==> src/rtl/alu_multicycle.sv <==
`default_nettype none
// ============================================================================
// Module      : alu_multicycle
// Description : Registered N-bit ALU with valid/ready input handshake and a
//               multi-cycle shift-add multiplier.
// Revision    : 1.0 - initial release
// ============================================================================
module alu_multicycle #(
    parameter int N = 8
) (
    input  logic         i_clk,
    input  logic         i_reset,
    input  logic         i_valid,
    output logic         o_ready,
    input  logic [2:0]   i_op,
    input  logic [N-1:0] i_arg_A,
    input  logic [N-1:0] i_arg_B,
    output logic         o_valid,
    output logic [N-1:0] o_result,
    output logic [3:0]   o_status
);

    localparam logic [0:0] c_st_idle = 1'b0;
    localparam logic [0:0] c_st_busy = 1'b1;

    localparam logic [2:0] c_op_sub2 = 3'b000;
    localparam logic [2:0] c_op_add  = 3'b001;
    localparam logic [2:0] c_op_and  = 3'b010;
    localparam logic [2:0] c_op_or   = 3'b011;
    localparam logic [2:0] c_op_xor  = 3'b100;
    localparam logic [2:0] c_op_sub  = 3'b101;
    localparam logic [2:0] c_op_mul  = 3'b110;
    localparam logic [2:0] c_op_shr  = 3'b111;

    localparam int              c_cnt_w = $clog2(N);
    localparam logic [c_cnt_w-1:0] c_last  = c_cnt_w'(N - 1);
    localparam logic [N:0]      c_n_val = (N + 1)'(N);

    logic [0:0]         r_state;
    logic [N-1:0]       r_result;
    logic [3:0]         r_status;
    logic               r_valid;
    logic [2*N-1:0]     r_mcand;
    logic [N-1:0]       r_mplier;
    logic [2*N-1:0]     r_prod;
    logic [c_cnt_w-1:0] r_count;
    logic               r_a_lt_b;

    logic [N+1:0]       w_ext_a;
    logic [N+1:0]       w_ext_b;
    logic [N+1:0]       w_wide;
    logic [N-1:0]       w_sc_res;
    logic               w_sc_ov;
    logic [2*N-1:0]     w_prod_next;
    logic [N-1:0]       w_fin_res;
    logic               w_fin_ov;
    logic               w_fin_lt;
    logic [3:0]         w_fin_status;
    logic               w_busy;

    assign w_busy   = (r_state == c_st_busy);
    assign o_ready  = ~w_busy;
    assign o_valid  = r_valid;
    assign o_result = r_result;
    assign o_status = r_status;

    // Arithmetic ops run on sign-extended operands so overflow is simply
    // the top three bits of the wide result disagreeing.
    always_comb begin
        w_ext_a  = {{2{i_arg_A[N-1]}}, i_arg_A};
        w_ext_b  = {{2{i_arg_B[N-1]}}, i_arg_B};
        w_wide   = '0;
        w_sc_res = '0;
        w_sc_ov  = 1'b0;
        case (i_op)
            c_op_sub2: w_wide = w_ext_a - {w_ext_b[N:0], 1'b0};
            c_op_add:  w_wide = w_ext_a + w_ext_b;
            c_op_sub:  w_wide = w_ext_a - w_ext_b;
            default:   w_wide = '0;
        endcase
        case (i_op)
            c_op_sub2, c_op_add, c_op_sub: begin
                w_sc_res = w_wide[N-1:0];
                w_sc_ov  = !((w_wide[N+1:N-1] == 3'b000) || (w_wide[N+1:N-1] == 3'b111));
            end
            c_op_and: w_sc_res = i_arg_A & i_arg_B;
            c_op_or:  w_sc_res = i_arg_A | i_arg_B;
            c_op_xor: w_sc_res = i_arg_A ^ i_arg_B;
            c_op_shr: w_sc_res = ({1'b0, i_arg_B} >= c_n_val) ? '0 : (i_arg_A >> i_arg_B);
            default:  w_sc_res = '0;
        endcase
    end

    assign w_prod_next = r_prod + (r_mplier[0] ? r_mcand : '0);

    // Status is formed from whichever result is about to be registered.
    always_comb begin
        w_fin_res = w_busy ? w_prod_next[N-1:0] : w_sc_res;
        w_fin_ov  = w_busy ? (|w_prod_next[2*N-1:N]) : w_sc_ov;
        w_fin_lt  = w_busy ? r_a_lt_b : (i_arg_A < i_arg_B);
        w_fin_status = {^w_fin_res, w_fin_ov, (w_fin_res == '0), w_fin_lt};
    end

    always_ff @(posedge i_clk) begin
        if (i_reset) begin
            r_state  <= c_st_idle;
            r_result <= '0;
            r_status <= '0;
            r_valid  <= 1'b0;
            r_mcand  <= '0;
            r_mplier <= '0;
            r_prod   <= '0;
            r_count  <= '0;
            r_a_lt_b <= 1'b0;
        end else begin
            r_valid <= 1'b0;
            case (r_state)
                c_st_idle: begin
                    if (i_valid) begin
                        if (i_op == c_op_mul) begin
                            r_mcand  <= {{N{1'b0}}, i_arg_A};
                            r_mplier <= i_arg_B;
                            r_prod   <= '0;
                            r_count  <= '0;
                            r_a_lt_b <= (i_arg_A < i_arg_B);
                            r_state  <= c_st_busy;
                        end else begin
                            r_result <= w_fin_res;
                            r_status <= w_fin_status;
                            r_valid  <= 1'b1;
                        end
                    end
                end
                c_st_busy: begin
                    r_prod   <= w_prod_next;
                    r_mcand  <= r_mcand << 1;
                    r_mplier <= r_mplier >> 1;
                    r_count  <= r_count + 1'b1;
                    if (r_count == c_last) begin
                        r_result <= w_fin_res;
                        r_status <= w_fin_status;
                        r_valid  <= 1'b1;
                        r_state  <= c_st_idle;
                    end
                end
                default: r_state <= c_st_idle;
            endcase
        end
    end

endmodule
`default_nettype wire

==> config.mk <==
export PLATFORM = sky130hd
export DESIGN_NAME = alu_multicycle
export DESIGN_NICKNAME = d
export VERILOG_FILES = /design/src/rtl/alu_multicycle.sv
export SDC_FILE = /design/constraint.sdc
export NUM_CORES = 1
export LEC_CHECK = 0
export CAP_MARGIN = 20
export CELL_PAD_IN_SITES_DETAIL_PLACEMENT = 2
export CELL_PAD_IN_SITES_GLOBAL_PLACEMENT = 2
export CORE_MARGIN = 3
export CORE_UTILIZATION = 34
export DETAILED_ROUTE_END_ITERATION = 10
export DONT_BUFFER_PORTS = 1
export PLACE_DENSITY = 0.88
export SLEW_MARGIN = 20
export SYNTH_ARGS = -nofsm -noshare
export SYNTH_HDL_FRONTEND = slang
export SYNTH_SLANG_ARGS = --single-unit
export TNS_END_PERCENT = 20
==> constraint.sdc <==
create_clock -name i_clk -period 4.3 [get_ports i_clk]
set_clock_uncertainty 0.1 [all_clocks]
set_input_delay 0.86 -clock i_clk [delete_from_list [all_inputs] [get_ports i_clk]]
set_output_delay 0.86 -clock i_clk [all_outputs]
set_load 0.01 [all_outputs]
Figure 1. Signal wires by layer (run 1).
Two of the layers only.
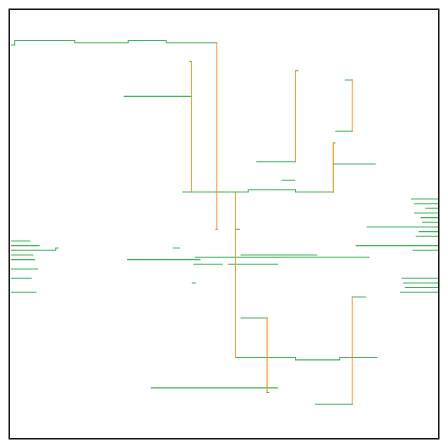
metal 3: in green, wire length 583 µm. metal 4: in orange, wire length 250 µm.

Figure 2. Placement view (run 1).
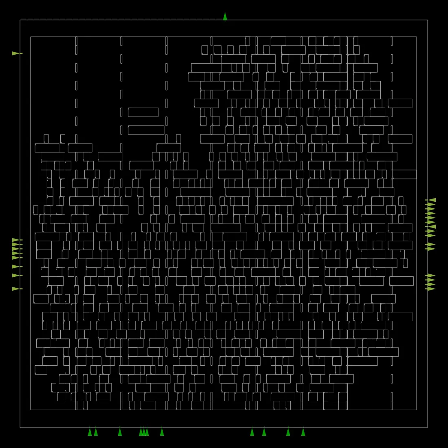
final std cells w/o fill: 813
Core Box Area: 13,500 µm²
row count: 42
FF+latch count: 58

Figure 3. Register map, names as in the netlist (run 1).
Other sequential cells in the stronger grey, the rest of the logic in the fainter grey.
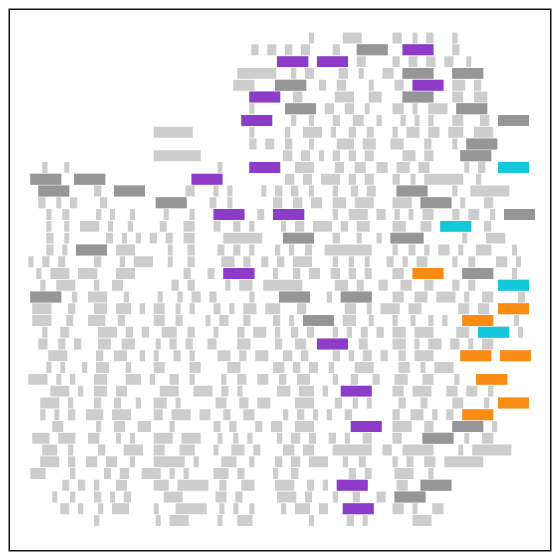
o_status: in cyan, placed flops 4, where right middle. o_result: in orange, placed flops 8. r_mcand: in purple, placed flops 16.
Another 30 sequential cells are not coloured.

Figure 4. Port wiring (run 1).
Scale bar: 20 µm.
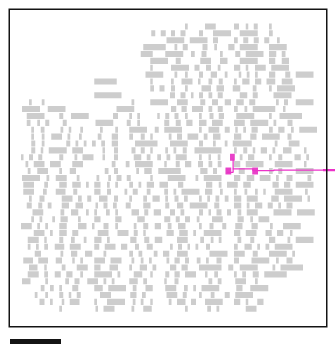
i_valid: in magenta, bits 1, direction input, end cells 3, wire 45.2 µm.

-- run 1: registers in the layout, indices dropped and copies added, names as in the netlist --
signal    flops
r_mcand      16
r_prod       16
o_result      8
r_mplier      8
o_status      4
r_count       3
o_valid       1
r_a_lt_b      1
r_state       1
-- run 1: layer usage --
metal,track usage,share of wire
met4,0.0542,0.014
met5,0,0
met1,0.284,0.46
met2,0.396,0.49
met3,0.0472,0.034
-- run 1: worst max-delay path by stage --
| stage | startpoint | endpoint | slack, ns | cells after the start |
|---|---|---|---|---|
| finish | i_arg_B[1] | o_status[3] | 0.52 | 14 |
| global route | i_arg_B[1] | o_status[3] | 0.28 | 14 |
| CTS | i_arg_B[1] | o_status[3] | 0.54 | 14 |
| detailed placement | i_arg_A[1] | o_status[3] | 0.20 | 15 |
| global placement | i_arg_B[1] | o_status[3] | 0.37 | 14 |
| floorplan | i_arg_B[1] | o_status[3] | 0.20 | 15 |
-- run 1: per-stage QoR --
step | hold WS, ns | setup WS (ns) | utilization
5_1_grt | 0.406 | 0.281 | 0.389
3_5_place_dp | 0.371 | 0.199 | 0.365
4_1_cts | 0.383 | 0.544 | 0.389
6_report | 0.380 | 0.517 | 0.389
3_3_place_gp | 0.346 | 0.370 | 0.365
2_1_floorplan | 0.341 | 0.195 | -
-- run 1: layout by cell type (no fill, tap or decap), types with 9 or more instances in the layout --
| cell | count |
|---|---|
| a211oi_1 | 18 |
| a21oi_1 | 88 |
| a22oi_1 | 10 |
| and2_1 | 18 |
| and3_1 | 14 |
| buf_4 | 9 |
| clkbuf_16 | 9 |
| dfxtp_1 | 57 |
| ha_1 | 52 |
| inv_1 | 34 |
| mux2i_1 | 10 |
| nand2_1 | 34 |
| nand3_1 | 13 |
| nor2_1 | 119 |
| nor3_1 | 12 |
| o21ai_0 | 18 |
| xnor2_1 | 23 |
-- run 1: worst reg2reg max path, cell delays in order, from the launching register on --
cell and delay [ns]:
dfxtp_1 0.37, and2_1 0.17, ha_1 0.20, fa_1 0.42
a211oi_1 0.41, o21bai_1 0.14, a21oi_1 0.20, xnor2_1 0.13
nand2_1 0.13, o21ai_0 0.10, a31oi_1 0.32, ha_1 0.31
xnor2_1 0.20, xnor2_1 0.10, a211oi_1 0.23
-- run 1: final cells by class --
type	count	area, µm²	area share
Tap cell	176	220	0.0420
Clock buffer	10	239	0.0455
Timing Repair Buffer	9	67.6	0.0129
Clock inverter	5	78.8	0.0150
Inverter	36	135	0.0257
Multi-Input combinational cell	519	3350	0.637
Sequential cell	58	1160	0.221
-- run 1: power breakdown --
group          internal [mW]  switching [mW]  total [mW]
clock                  0.518           0.270       0.788
combinational          0.130           0.195       0.326
sequential             0.554          0.0183       0.573
total                   1.20           0.484        1.69
-- run 1: cell families (layout without fill, tap and decap cells) --
| family | count (synthesis) | count (layout) |
|---|---|---|
| XOR/XNOR | 29 | 29 |
| AND-OR/OR-AND | 190 | 190 |
| AND/OR/NAND/NOR | 231 | 231 |
| flip-flops | 58 | 58 |
| multiplexers | 13 | 13 |
| buffers and inverters | 75 | 60 |
| adder cells (fa/ha/maj) | 56 | 56 |
==> impl_metrics.tcl, run 1 <==
# yosys + openroad results
set metrics [dict create \
    drtIter0Drc 263 \
    ys_chip_area_um2 4800 \
    cp-end-kind "flip-flop" \
    grt_pass1_vias 5257 \
    cts_hold_buf 0 \
    cts_buffers 9 \
    max_freq_ghz 0.264 \
    power.total_mw 1.69 \
    dp_cells 798 \
    warnings 42 \
    synthCells 652 \
    cp.required_ns 4.45 \
    fin_crit_ns 3.78 \
    critPathMaxStageDelay_ns 0.44 \
    die_height_um 125 \
    final_max_slew_viol_count 0 \
    yosys-stat-cells 652 \
    r2r_slack_ns 0.68 \
    timing.rr.end "o_status[3]" \
    synthTopCellsByCount "119 x nor2_1, 88 x a21oi_1, 58 x dfxtp_1, 52 x ha_1" \
    post-route-cell-area_um2 5250 \
    wl_um 17200 \
    yosysWarnings 0 \
    dieArea_um2 15600 \
    max-cap-violations 0 \
    fillers 1590 \
    mux_share 0.0279 \
    antenna_found_initial 0 \
    syn-cell-area_um2 4800 \
    crit_buf_inv 1 \
    die_width_um 125 \
    synth-async-reset-ratio 0 \
    io_buffer_count 0 \
    yosysMostFrequentCell "nor2_1" \
    cts_root_buffer "clkbuf_16" \
    ys_top_logic_family "AND-OR/OR-AND gates" \
    tns_ns 0 \
    layout.nets 711 \
    ys_seq_frac 0.242 \
    grt_max_degree 68 \
    hp-class "reg2reg" \
    worstHoldEndpoint "r_a_lt_b" \
    cp_top_family "AND-OR/OR-AND gates" \
    layout-drive-gt1-share 0.0502 \
    areaGrowthSynthToFinish_pct 9.36 \
    clk_pin_slew_ns 0.06 \
    clkSinkCount 58 \
    via_per_inst 5.76 \
    syn_avg_cell_area_um2 7.36 \
    place_area_um2 4930 \
    cts_tree "built" \
    p_per_area_nw_per_um2 321 \
    crit_fanout 12 \
    hpwlAfterDp_um 13000 \
    ant_nets 0 \
    ir_drop_mv 0.161 \
    cts_buffer_depth 2 \
    critPathLaunchType "primary input" \
    grt-ovfl-total 0 \
    gp_congestion 0.874 \
    dr_total_vias 4680 \
    top_area_frac 0.242 \
    ys_sh_simple 0.216 \
    aoi_share 0.248 \
    largest_area_cell "dfxtp_1" \
    ys.flops 58 \
    hp-start "r_a_lt_b" \
    holdPathStages 2 \
    period_used_share 0.880 \
    arrival_ns 3.93 \
    grt_use_total 0.226 \
    finalSetupViolations 0 \
    path_class "in2reg" \
    slowest_stage "or4_1" \
    synth-edff-count 0 \
    path_common_cell "xnor2_1" \
    xor_share 0.0529 \
    yosys-top-cells-area "dfxtp_1 24%, ha_1 14%, nor2_1 9.3%" \
    rsz0062_at_grt "no" \
    cp_cell_sequence "clkinv_1 -> ha_1 -> o21ba_2 -> or4_1 -> a31oi_1 -> o21ai_0 -> xnor2_1 -> a22oi_1 -> a21oi_1 -> nor2_1 -> ha_1 -> xnor2_1 -> xnor2_1 -> a211oi_1" \
    fp_util 0.355 \
    grt_pass1_wl_um 28500 \
    ff_type "dfxtp_1" \
    synth_nets 730 \
    reg2reg_depth 14 \
    cts_resized 0 \
    ys_sh_adder 0.152 \
    wire_per_inst_um 21.2 \
    r2r-start "r_mplier[0]" \
    postCtsSetupRepairBufs 0 \
    outcome "completed" \
    yosysUniqueCellTypes 58 \
    hold_viol 0 \
    insertion_delay_ns 0.34 \
    first_pass_iters 4 \
    relSlewSlack 0.481 \
    cts.htree.levels 3 \
    worst_pin_slew_ns 0.772 \
    drc 0 \
    cellLeakagePower_nw 2.27 \
    antennaDiodeCount 0 \
    ios 36 \
]
Figure 5. Met2 routing (run 1).
Scale bar: 20 µm.
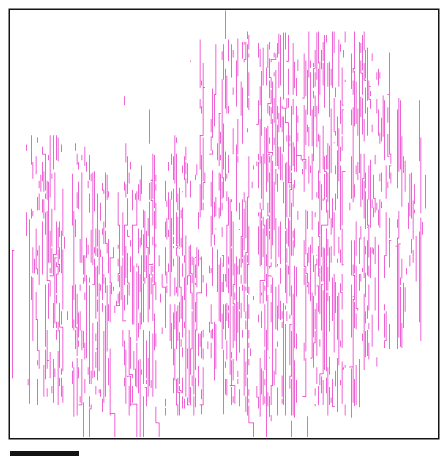

## Run 2: what changed since run 1
--- a/config.mk
+++ b/config.mk
@@ -6,7 +6,7 @@
 export NUM_CORES = 1
 export LEC_CHECK = 0
 export CAP_MARGIN = 20
-export CELL_PAD_IN_SITES_DETAIL_PLACEMENT = 2
+export CELL_PAD_IN_SITES_DETAIL_PLACEMENT = 0
 export CELL_PAD_IN_SITES_GLOBAL_PLACEMENT = 2
 export CORE_MARGIN = 3
 export CORE_UTILIZATION = 34
Figure 6. Met2 routing (run 2).
Scale bar: 20 µm.
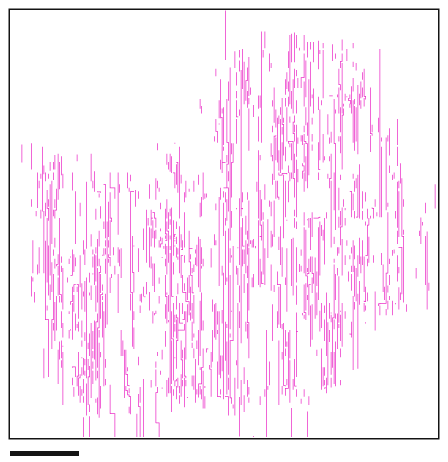
The wires run mostly vertical. 559 nets have wire on it. The layer holds 43% of the routed length. The layer carries 5,790 µm of wire.

Figure 7. Register map, names as in the netlist (run 2).
Other sequential cells in the stronger grey, the rest of the logic in the fainter grey.
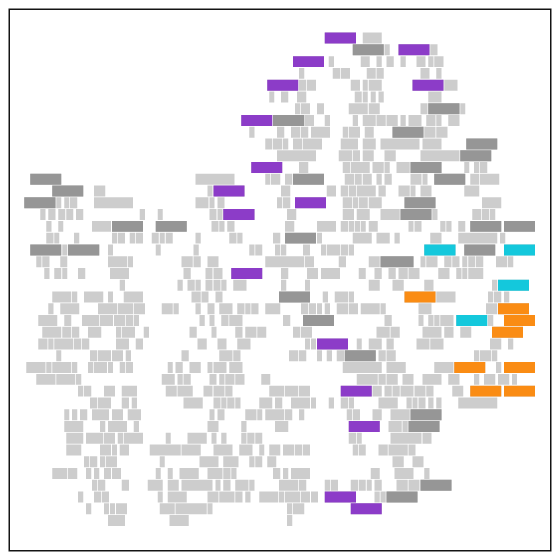
Reg area: 1160 µm²
seq pwr: 0.571 mW
flop share of the area: 0.223
Core Util, Final: 0.386

Figure 8. Port wiring (run 2).
Scale bar: 20 µm.
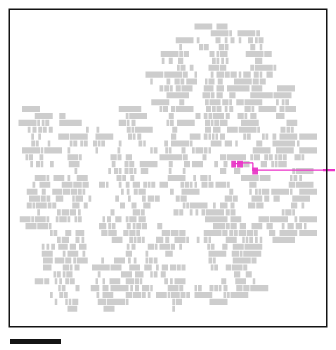
i_valid: in magenta, bits 1, direction input, end cells 3, wire 39.5 µm.

==> run 2 against run 1 <==
Compared with the run above: sequential share of layout area up 0.16 points; critical path type unchanged; wire length fell by 22%; sequential cell count did not move; non-clock buffer count is the same; cell area is 0.72% lower; sequential power hardly changed; cell count up 0.12%; highest routed layer unchanged; synthesized cell count did not move.
==> impl_metrics.tcl, run 2 <==
# yosys + openroad results
set metrics [dict create \
    path_class "in2reg" \
    crit_fanout 5 \
    rsz0062_at_grt "no" \
    finalSetupViolations 0 \
    syn_avg_cell_area_um2 7.36 \
    critPathLaunchType "primary input" \
    cts_buffers 9 \
    areaGrowthSynthToFinish_pct 8.58 \
    largest_area_cell "dfxtp_1" \
    fin_cells 814 \
    ir_drop_mv 0.162 \
    grt_pass1_wl_um 22000 \
    synth-async-reset-ratio 0 \
    p_per_area_nw_per_um2 298 \
    rows 42 \
    cts_resized 0 \
    die_height_um 125 \
    dieArea_um2 15600 \
    final_max_slew_viol_count 0 \
    ys_chip_area_um2 4800 \
    hp-start "r_prod[6]" \
    cts_hold_buf 0 \
    worstHoldEndpoint "r_prod[6]" \
    antenna_found_initial 0 \
    yosys-stat-cells 652 \
    dp_slack_ns 0.324 \
    cts_root_buffer "clkbuf_16" \
    gp_congestion 0.874 \
    synthCells 652 \
    period_used_share 0.866 \
    cp.required_ns 4.45 \
    warnings 42 \
    hpwlAfterDp_um 10200 \
    holdPathStages 2 \
    antennaDiodeCount 0 \
    yosys-top-cells-area "dfxtp_1 24%, ha_1 14%, nor2_1 9.3%" \
    synth_nets 730 \
    relSlewSlack 0.487 \
    synthTopCellsByCount "119 x nor2_1, 88 x a21oi_1, 58 x dfxtp_1, 52 x ha_1" \
    final_common_cell "nor2_1" \
    core-area_um2 13500 \
    top_regs "r_mcand (16), r_prod (16)" \
    place_area_um2 4930 \
    fin_ws_ns 0.578 \
    dr_total_vias 4451 \
    critPathMaxStageDelay_ns 0.40 \
    tns_ns 0 \
    max_freq_ghz 0.269 \
    layout-drive-gt1-share 0.0517 \
    reg2reg_depth 14 \
    cts.htree.levels 3 \
    yosysWarnings 0 \
    grt_use_total 0.173 \
    r2r-start "r_mplier[0]" \
    synth-edff-count 0 \
    via_per_inst 5.47 \
    fp_util 0.355 \
    crit_buf_inv 2 \
    worst_hold_slack_ns 0.360 \
    insertion_delay_ns 0.33 \
    fin_crit_ns 3.72 \
    die_width_um 125 \
    timing.rr.end "o_status[3]" \
    first_pass_iters 5 \
    outcome "completed" \
    dp_cells 798 \
    worst_pin_slew_ns 0.763 \
    drc 0 \
    grt-ovfl-total 0 \
    post-route-cell-area_um2 5210 \
    yosysMostFrequentCell "nor2_1" \
    cts_buffer_depth 2 \
    cellLeakagePower_nw 2.25 \
    ios 36 \
    clkSinkCount 58 \
    top_area_frac 0.242 \
    grt_max_degree 68 \
    hold_viol 0 \
    cp_cell_sequence "inv_1 -> ha_1 -> inv_1 -> fa_1 -> a21o_1 -> a21oi_1 -> o21ai_0 -> xor2_1 -> a22oi_1 -> a21oi_1 -> nor2_1 -> ha_1 -> xnor2_1 -> xnor2_1 -> a211oi_1" \
    fillers 1423 \
    lay_top_cells "119 x nor2_1, 88 x a21oi_1, 57 x dfxtp_1" \
    grt_pass1_vias 4221 \
    max-cap-violations 0 \
    arrival_ns 3.87 \
    cp-end-kind "flip-flop" \
    hp-class "reg2reg" \
    cp_top_family "AND-OR/OR-AND gates" \
    cts_tree "built" \
    ys_seq_frac 0.242 \
    clk_pin_slew_ns 0.06 \
    postCtsSetupRepairBufs 0 \
    yosysUniqueCellTypes 58 \
    slowest_stage "fa_1" \
    wl_um 13500 \
    ff_type "dfxtp_1" \
    wire_per_inst_um 16.5 \
    drtIter0Drc 306 \
    r2r_slack_ns 0.88 \
    ys.flops 58 \
    ant_nets 0 \
    syn-cell-area_um2 4800 \
    io_buffer_count 0 \
]
==> run 2: how the worst max path moves through the flow <==
stage / startpoint / to / slack, ns / depth (start not counted)
floorplan: i_arg_B[1] / o_status[3] / 0.20 / 15
global placement: i_arg_B[1] / o_status[3] / 0.37 / 14
detailed placement: i_arg_B[1] / o_status[3] / 0.32 / 14
CTS: i_arg_B[1] / o_status[3] / 0.67 / 14
global route: i_arg_A[1] / o_status[3] / 0.38 / 15
finish: i_arg_A[1] / o_status[3] / 0.58 / 15
==> run 2: kinds of logic (layout without fill, tap and decap cells) <==
kind of cell / Yosys count / after routing / share of synthesized area
flip-flops: 58 / 58 / 0.242
multiplexers: 13 / 13 / 0.0279
buffers and inverters: 75 / 61 / 0.0610
adder cells (fa/ha/maj): 56 / 56 / 0.152
AND-OR/OR-AND: 190 / 190 / 0.248
AND/OR/NAND/NOR: 231 / 231 / 0.216
XOR/XNOR: 29 / 29 / 0.0529
==> run 2: layout make-up <==
| cell class | count | area (µm²) | area share |
|---|---|---|---|
| multi-input cells | 519 | 3350 | 0.642 |
| flip-flops and latches | 58 | 1160 | 0.223 |
| clock buffers | 10 | 239 | 0.0459 |
| well taps | 176 | 220 | 0.0423 |
| inverters | 36 | 135 | 0.0259 |
| repair buffers | 9 | 67.6 | 0.0130 |
| clock inverters | 6 | 41.3 | 0.00792 |
==> run 2: routing by layer <==
| layer | GRT usage | vias up | part of all wire |
|---|---|---|---|
| met2 | 0.262 | 101 | 0.43 |
| met4 | 0.0517 | 0 | 0.017 |
| met5 | 0 | - | 0 |
| li1 | - | 2245 | - |
| met1 | 0.241 | 2085 | 0.50 |
| met3 | 0.0463 | 20 | 0.050 |
==> run 2: power by group <==
| group | switching, mW | internal, mW | leakage (nW) |
|---|---|---|---|
| Combinational | 0.180 | 0.130 | 1.64 |
| Sequential | 0.0169 | 0.554 | 0.471 |
| Clock | 0.267 | 0.405 | 0.131 |
| Total | 0.463 | 1.09 | 2.25 |
==> run 2: worst reg2reg max path, delay by kind of cell (launching register included) <==
family | cells | cell delay (ns)
XOR/XNOR | 3 | 0.36
adder cells (fa/ha/maj) | 3 | 0.93
AND-OR/OR-AND | 6 | 1.34
flip-flops | 1 | 0.35
AND/OR/NAND/NOR | 2 | 0.26
==> run 2: metrics by stage <==
step	util	power, mW
final	0.386	1.55
after global routing	0.386	1.63
after CTS	0.386	1.57
after detailed placement	0.365	0.888
after global placement	0.365	0.887
after floorplan	-	0.831
## Run 3: what changed since run 2
--- a/config.mk
+++ b/config.mk
@@ -13,6 +13,7 @@
 export DETAILED_ROUTE_END_ITERATION = 10
 export DONT_BUFFER_PORTS = 1
 export PLACE_DENSITY = 0.88
+export SETUP_SLACK_MARGIN = 0.05
 export SLEW_MARGIN = 20
 export SYNTH_ARGS = -nofsm -noshare
 export SYNTH_HDL_FRONTEND = slang
Figure 9. Port wiring (run 3).
Scale bar: 20 µm.
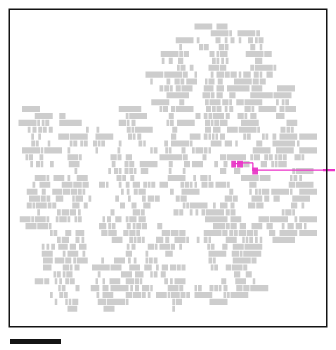
i_valid: in magenta, bits 1, direction input, end cells 3, wire 39.5 µm.
IO Pins: 36
port bufs: 0

Figure 10. Met2 routing (run 3).
Scale bar: 20 µm.
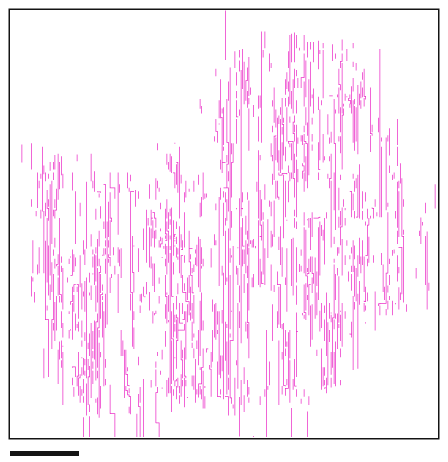
The layer carries 5,790 µm of wire. The wires run mostly vertical.
DR vias: 4,451
final WL: 13,500 µm
met2 Track Usage GR: 0.262

==> run 3 against run 2 <==
Compared with the run above: via count stayed put; hold slack stayed put; highest routed layer unchanged; first-iteration DRC count stayed put; combinational power hardly changed; sequential cell count stayed put; area after synthesis stayed put.
==> impl_metrics.tcl, run 3 <==
# yosys + openroad results
set metrics [dict create \
    outcome "completed" \
    ys_seq_frac 0.242 \
    holdPathStages 2 \
    cts_tree "built" \
    yosys-stat-cells 652 \
    grt_pass1_vias 4221 \
    wl_met3_um 675 \
    synthCells 652 \
    top_regs "r_mcand (16), r_prod (16)" \
    max_freq_ghz 0.269 \
    arrival_ns 3.87 \
    cellLeakagePower_nw 2.25 \
    yosysMostFrequentCell "nor2_1" \
    cts_root_buffer "clkbuf_16" \
    syn_avg_cell_area_um2 7.36 \
    rsz0062_at_grt "no" \
    power.total_mw 1.55 \
    finalSetupViolations 0 \
    grt_use_total 0.173 \
    final_common_cell "nor2_1" \
    worst_pin_slew_ns 0.763 \
    layout.nets 711 \
    p_per_area_nw_per_um2 298 \
    ys.flops 58 \
    ff_type "dfxtp_1" \
    antenna_found_initial 0 \
    fin_util 0.386 \
    wl_met1_um 6770 \
    synth-async-reset-ratio 0 \
    hold_viol 0 \
    first_pass_iters 5 \
    core-area_um2 13500 \
    grt-ovfl-total 0 \
    cts_buffers 9 \
    reg2reg_depth 14 \
    rows 42 \
    layout-drive-gt1-share 0.0517 \
    lay_top_cells "119 x nor2_1, 88 x a21oi_1, 57 x dfxtp_1" \
    worst_hold_slack_ns 0.360 \
    highest_layer "met4" \
    clk_pin_slew_ns 0.06 \
    yosysUniqueCellTypes 58 \
    p_seq_frac 0.368 \
    tns_ns 0 \
    via_per_inst 5.47 \
    combPwrFrac 0.199 \
    cp.required_ns 4.45 \
    p_sw_frac 0.299 \
    max-cap-violations 0 \
    cp-end-kind "flip-flop" \
    final_max_slew_viol_count 0 \
    relSlewSlack 0.487 \
    yosysWarnings 0 \
    power_frac_clock 0.433 \
    fp_util 0.355 \
    antennaDiodeCount 0 \
    top_area_frac 0.242 \
    met2_length_um 5790 \
    grt_max_degree 68 \
    die_height_um 125 \
    ir_drop_mv 0.162 \
    clkSinkCount 58 \
    die_width_um 125 \
    insertion_delay_ns 0.33 \
    postCtsSetupRepairBufs 0 \
    path_class "in2reg" \
    cts.htree.levels 3 \
    areaGrowthSynthToFinish_pct 8.58 \
    crit_fanout 5 \
    yosys-top-cells-area "dfxtp_1 24%, ha_1 14%, nor2_1 9.3%" \
    p_switching_mw 0.463 \
    ant_nets 0 \
    warnings 42 \
    intPower_mw 1.09 \
    cts_hold_buf 0 \
    fin_crit_ns 3.72 \
    synth-edff-count 0 \
    synthTopCellsByCount "119 x nor2_1, 88 x a21oi_1, 58 x dfxtp_1, 52 x ha_1" \
    wire_per_inst_um 16.5 \
    critPathLaunchType "primary input" \
    fillers 1423 \
    hpwlAfterDp_um 10200 \
    synth_nets 730 \
    drtIter0Drc 306 \
]
Figure 11. Placement view (run 3).
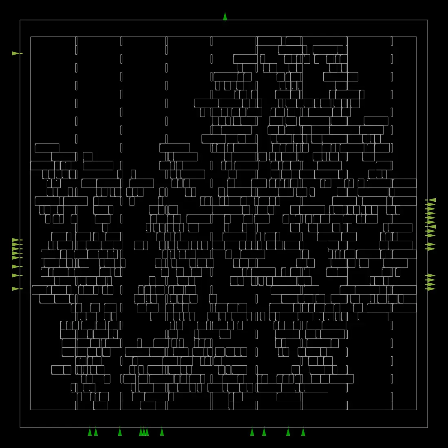
final std cells w/o fill: 814
Tap Count: 176

==> run 3: worst paths after layout <==
kind,from,to,slack (ns)
setup / recovery,i_arg_A[1],o_status[3],0.58
hold / removal,r_prod[6],r_prod[6],0.36
setup reg to reg,r_mplier[0],o_status[3],0.88
hold reg to reg,r_prod[6],r_prod[6],0.36
==> run 3: area by class of cell <==
type	count	area [µm²]	share of cell area
clock buffer	10	239	0.0459
timing repair buffer	9	67.6	0.0130
sequential	58	1160	0.223
tap	176	220	0.0423
multi-input combinational	519	3350	0.642
clock inverter	6	41.3	0.00792
inverter	36	135	0.0259
==> run 3: worst max-delay path: stages <==
cell and delay [ns]:
inv_1 0.15, ha_1 0.23, inv_1 0.06, fa_1 0.40, a21o_1 0.18, a21oi_1 0.21
o21ai_0 0.17, xor2_1 0.27, a22oi_1 0.16, a21oi_1 0.31, nor2_1 0.08, ha_1 0.29
xnor2_1 0.19, xnor2_1 0.09, a211oi_1 0.21
==> run 3: through the flow <==
| step | instance area (µm²) | setup WS [ns] |
|---|---|---|
| finish | 5210 | 0.578 |
| global placement | 4930 | 0.370 |
| floorplan | 4800 | 0.195 |
| global route | 5210 | 0.384 |
| CTS | 5210 | 0.675 |
| detailed placement | 4930 | 0.324 |
==> run 3: power groups by stage <==
stage	Combinational (mW)	Sequential (mW)	Clock (mW)
finish	0.309	0.571	0.671
global route	0.345	0.574	0.714
CTS	0.306	0.572	0.691
detailed placement	0.305	0.583	0
global placement	0.304	0.583	0
floorplan	0.252	0.579	0
==> run 3: cell families after synthesis <==
| kind of cell | synth area share |
|---|---|
| adders and majority gates | 0.152 |
| buffers and inverters | 0.0610 |
| DFF | 0.242 |
| and+or+nand+nor | 0.216 |
| xor gates and xnor gates | 0.0529 |
| AOI/OAI and AO/OA | 0.248 |
| muxes | 0.0279 |
==> run 3: layer usage <==
layer | up-vias | global-route usage
met5 | - | 0
met4 | 0 | 0.0517
met3 | 20 | 0.0463
met2 | 101 | 0.262
li1 | 2245 | -
met1 | 2085 | 0.241
Power and IR drop assume default switching activity.
